==> config.mk <==
export PLATFORM = sky130hd
export DESIGN_NAME = buzzer_tone_gen
export DESIGN_NICKNAME = d
export VERILOG_FILES = /design/src/rtl/buzzer_pkg.sv /design/src/rtl/buzzer_tone_gen_tone_divider.sv /design/src/rtl/buzzer_tone_gen.sv
export SDC_FILE = /design/constraint.sdc
export NUM_CORES = 1
export LEC_CHECK = 0
export CAP_MARGIN = 15
export CORE_ASPECT_RATIO = 1.4
export CORE_UTILIZATION = 60
export DETAILED_ROUTE_END_ITERATION = 12
export GPL_TIMING_DRIVEN = 0
export PLACE_DENSITY = 0.83
export REMOVE_ABC_BUFFERS = 1
export SLEW_MARGIN = 20
export SYNTH_ARGS = -nofsm -noshare
export SYNTH_HDL_FRONTEND = slang
export SYNTH_HIERARCHICAL = 1
export SYNTH_SLANG_ARGS = --single-unit
==> constraint.sdc <==
create_clock -name clk -period 3.45 [get_ports clk]
set_input_delay 1.035 -clock clk [delete_from_list [all_inputs] [get_ports clk]]
set_output_delay 1.035 -clock clk [all_outputs]
set_load 0.1 [all_outputs]
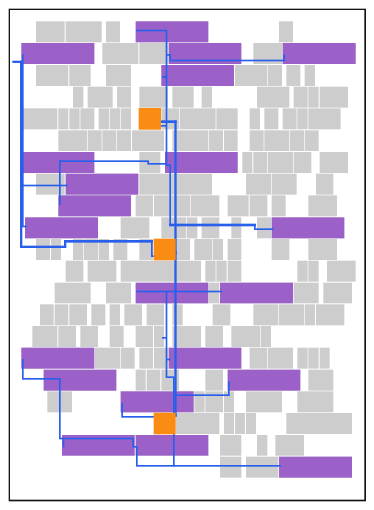
*Routed clock nets over the placement, run 1*
Scale: 8 px per um.
legend:
  orange:
    item: cells driving clock nets
    count: 3
  purple:
    item: flip-flops
    count: 21
  blue:
    item: clock wires
    length: 291 um
routed clock nets: 4
clk latency late pin: 0.32 ns
Clock Power Share: 0.094
Clock Skew: 0.00546 ns

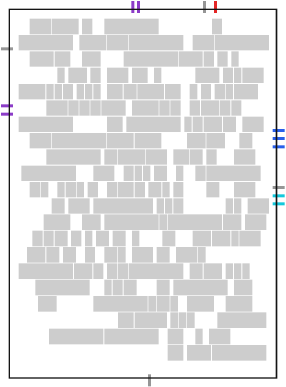
*Pin map, run 1*
Scale: 6 px per um. Pins as bars across the die edge, other pins in gray.
legend:
  cyan:
    port: chan
    pins: 2
    direction: output
    edge: right
  blue:
    port: req
    pins: 3
    direction: input
    edge: right
  purple:
    port: beep_cnt
    pins: 4
    direction: output
    edge: 2 left, 2 top
  red:
    port: rst_n
    pins: 1
    direction: input
    edge: top
die y size: 61.2 um
chip width: 44.3 um
IO Port Bufs: 13

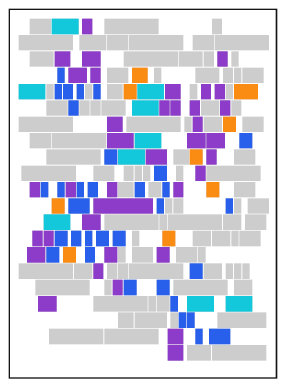
*Logic cells by family, run 1*
Scale: 6 px per um.
legend:
  blue:
    family: NAND gates
    cells: 33
    most_used: nand2_1
  orange:
    family: AND and OR gates
    cells: 9
    most_used: and3_1
  purple:
    family: inverting AOI/OAI gates
    cells: 37
    most_used: o21ai_1
  cyan:
    family: adder and majority cells
    cells: 9
    most_used: ha_1
most instantiated logic cell after routing: dfrtp_1
Non-Filler Instances: 215
logic share of the area: 0.548

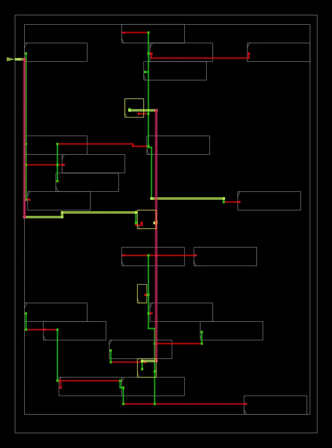
*Clock routing, run 1*
total clock sinks: 21
Flops: 21

==> results.py <==
# Auto-generated metrics
metrics = {
    "run_status": {
        "status": "finished, final reports clean",
    },
    "worst_setup_path": {
        "critical-path-top-delay-family": "buffers and inverters",
        "critical_path.cell_chain": "clkdlybuf4s50_1",
        "r2r_slack_ns": 1.18,
        "worstSetupStartpointType": "flip-flop",
        "r2r_cells": 7,
        "critPathRequiredTime_ns": 2.41,
        "cp_slowest_stage_delay_ns": 1.17,
        "critical_path_peak_fanout": 7,
        "crit_slowest_cell": "clkdlybuf4s50_1",
        "arrival_ns": 1.97,
        "critical_path_class": "reg -> out",
        "path_depth": 1,
        "endpoint_kind": "primary output",
    },
    "synthesis": {
        "ys_seq_frac": 0.350,
        "ys_types": 51,
        "ys_chip_area_um2": 1500,
        "edf_count": 0,
        "ys.flops": 21,
        "syn_area_um2": 1500,
        "topCellsByArea": "dfrtp_1, ha_1, nand2_1",
        "yosysTopAreaCell": "dfrtp_1",
        "ys_cells": 165,
        "yosys_warnings": 6,
        "synthCells": 165,
        "top_area_frac": 0.350,
        "ys_async_sr_fraction": 1.00,
    },
    "final_layout": {
        "syn_to_final_growth_pct": 12.7,
        "drive_gt1_frac": 0.110,
        "num_antenna_cells": 0,
        "final_core_util": 0.708,
        "mostFrequentLayoutCells": "dfrtp_1, nand2_1, clkdlybuf4s50_1",
        "nets": 197,
    },
    "grt": {
        "track_usage": 0.258,
        "globalRouteMet3Util": 0.0352,
        "grt_overflow": 0,
        "grtUsageMet2": 0.464,
        "grt_pass1_vias": 1209,
        "grt_pass1_wl_mm": 5.14,
        "grt_busiest_layer": "met2",
        "grtUsageMet1": 0.295,
        "antenna_found_initial": 0,
    },
    "hold_path": {
        "hold_path_class": "reg -> reg",
        "holdPathStages": 1,
    },
    "final_timing": {
        "rsz0062_at_grt": "false",
        "fmax_mhz": 333,
        "report.final.slew_viol_count": 0,
        "fin_crit_ns": 3.00,
        "period_used_share": 0.870,
        "worstMarginPinSlew_ns": 0.978,
        "tns_ns": 0,
        "hold_viol": 0,
        "setup_viol": 0,
    },
    "floorplan": {
        "dieArea_um2": 2710,
        "fp-utilization": 0.628,
        "rows": 21,
        "pin_count": 14,
        "fp.coreArea_um2": 2390,
    },
    "power_and_ir_drop": {
        "p_leak_nw": 0.721,
        "internal-power_w": 0.000627,
        "vdd_ir_drop_max_mv": 0.532,
        "p_sw_w": 0.000696,
        "power_density_nw_per_um2": 781,
        "p_comb_frac": 0.576,
        "seqPwrFrac": 0.330,
    },
    "cts": {
        "clock_path_buffers": 2,
        "cts_htree_levels": 1,
        "cts_hold_buffers": 0,
        "path_clk_slew_ns": 0.12,
        "cts_root_buffer": "clkbuf_4",
        "post_cts_buffers": 0,
        "cts_tree": "built",
        "cts_buffers": 3,
        "cts_resized": 0,
    },
    "place": {
        "place_congestion": 0.786,
        "dpl.hpwl_mm": 2.31,
    },
    "detailed_routing": {
        "first_pass_iters": 4,
        "drc": 0,
        "vias": 1273,
        "drtIter0Drc": 55,
        "ant_nets": 0,
        "wl_per_cell_um": 14.1,
        "routed_wirelength_mm": 3.03,
        "via_per_inst": 5.92,
    },
    "job": {
        "maxCapViolations": 0,
        "log.warning_count": 29,
    },
}
## run 1: worst register-to-register path: stages (launching register included)
cell and delay, ns:
dfrtp_1 0.41, ha_1 0.24, nand3_2 0.16, nor3_1 0.45, nand2_1 0.10, a21oi_1 0.42, nor2b_1 0.10, mux2_4 0.28
## run 1: cell usage after synthesis (2+ instances only)
library cell and number:
a21oi_1 6, a2bb2oi_1 2, and2_1 2, and3_1 3, clkbuf_1 2, dfrtp_1 21
ha_1 9, inv_1 10, inv_2 2, mux2_2 3, nand2_1 15, nand2b_1 6
nand3_1 6, nand3_2 2, nand4_1 3, nor2_1 9, nor2b_1 2, nor3_1 9
nor3_2 2, nor4b_1 2, o21ai_0 6, o21ai_1 8, o2bb2ai_1 2, o31ai_1 2
or3_1 2, xnor2_1 2, xor2_1 3
## run 1: metrics by stage
step / cell area [um2] / power, W / setup slack, ns / std cells / hold slack (ns)
detailed placement: 1670 / 0.00120 / 0.441 / 211 / 0.505
global route: 1690 / 0.00141 / 0.375 / 215 / 0.551
finish: 1690 / 0.00132 / 0.447 / 215 / 0.519
CTS: 1700 / 0.00133 / 0.433 / 215 / 0.523
global placement: 1670 / 0.00117 / 0.473 / 211 / 0.489
floorplan: 1500 / 0.00103 / 0.852 / 164 / 0.467
## run 1: power groups by stage
| stage | Clock (W) | Combinational, W | Sequential, W |
|---|---|---|---|
| after floorplan | 0 | 0.000340 | 0.000687 |
| after global placement | 0 | 0.000739 | 0.000435 |
| after detailed placement | 0 | 0.000762 | 0.000441 |
| after CTS | 0.000128 | 0.000766 | 0.000436 |
| after global routing | 0.000138 | 0.000823 | 0.000452 |
| final | 0.000125 | 0.000762 | 0.000436 |
## run 1: logic make-up after synthesis
group / Yosys count / share of synthesized area
multiplexers: 6 / 0.0466
AND/OR/NAND/NOR: 69 / 0.261
AND-OR/OR-AND: 39 / 0.187
XOR/XNOR: 6 / 0.0441
buffers and inverters: 14 / 0.0350
flip-flops: 21 / 0.350
other: 1 / 0.00250
adder cells (fa/ha/maj): 9 / 0.0749
## run 1: layout make-up
cell class,instances,area [um2]
multi-input cells,131,928
flip-flops and latches,21,526
well taps,34,42.5
inverters,12,45.0
clock buffers,4,26.3
fillers,188,698
repair buffers,13,125
## run 1: routing by layer
layer | part of all wire | wire length (um)
met4 | 0.021 | 64
met5 | 0 | 0
met1 | 0.41 | 1250
met3 | 0.035 | 105
met2 | 0.53 | 1620
Power and IR drop assume default switching activity.
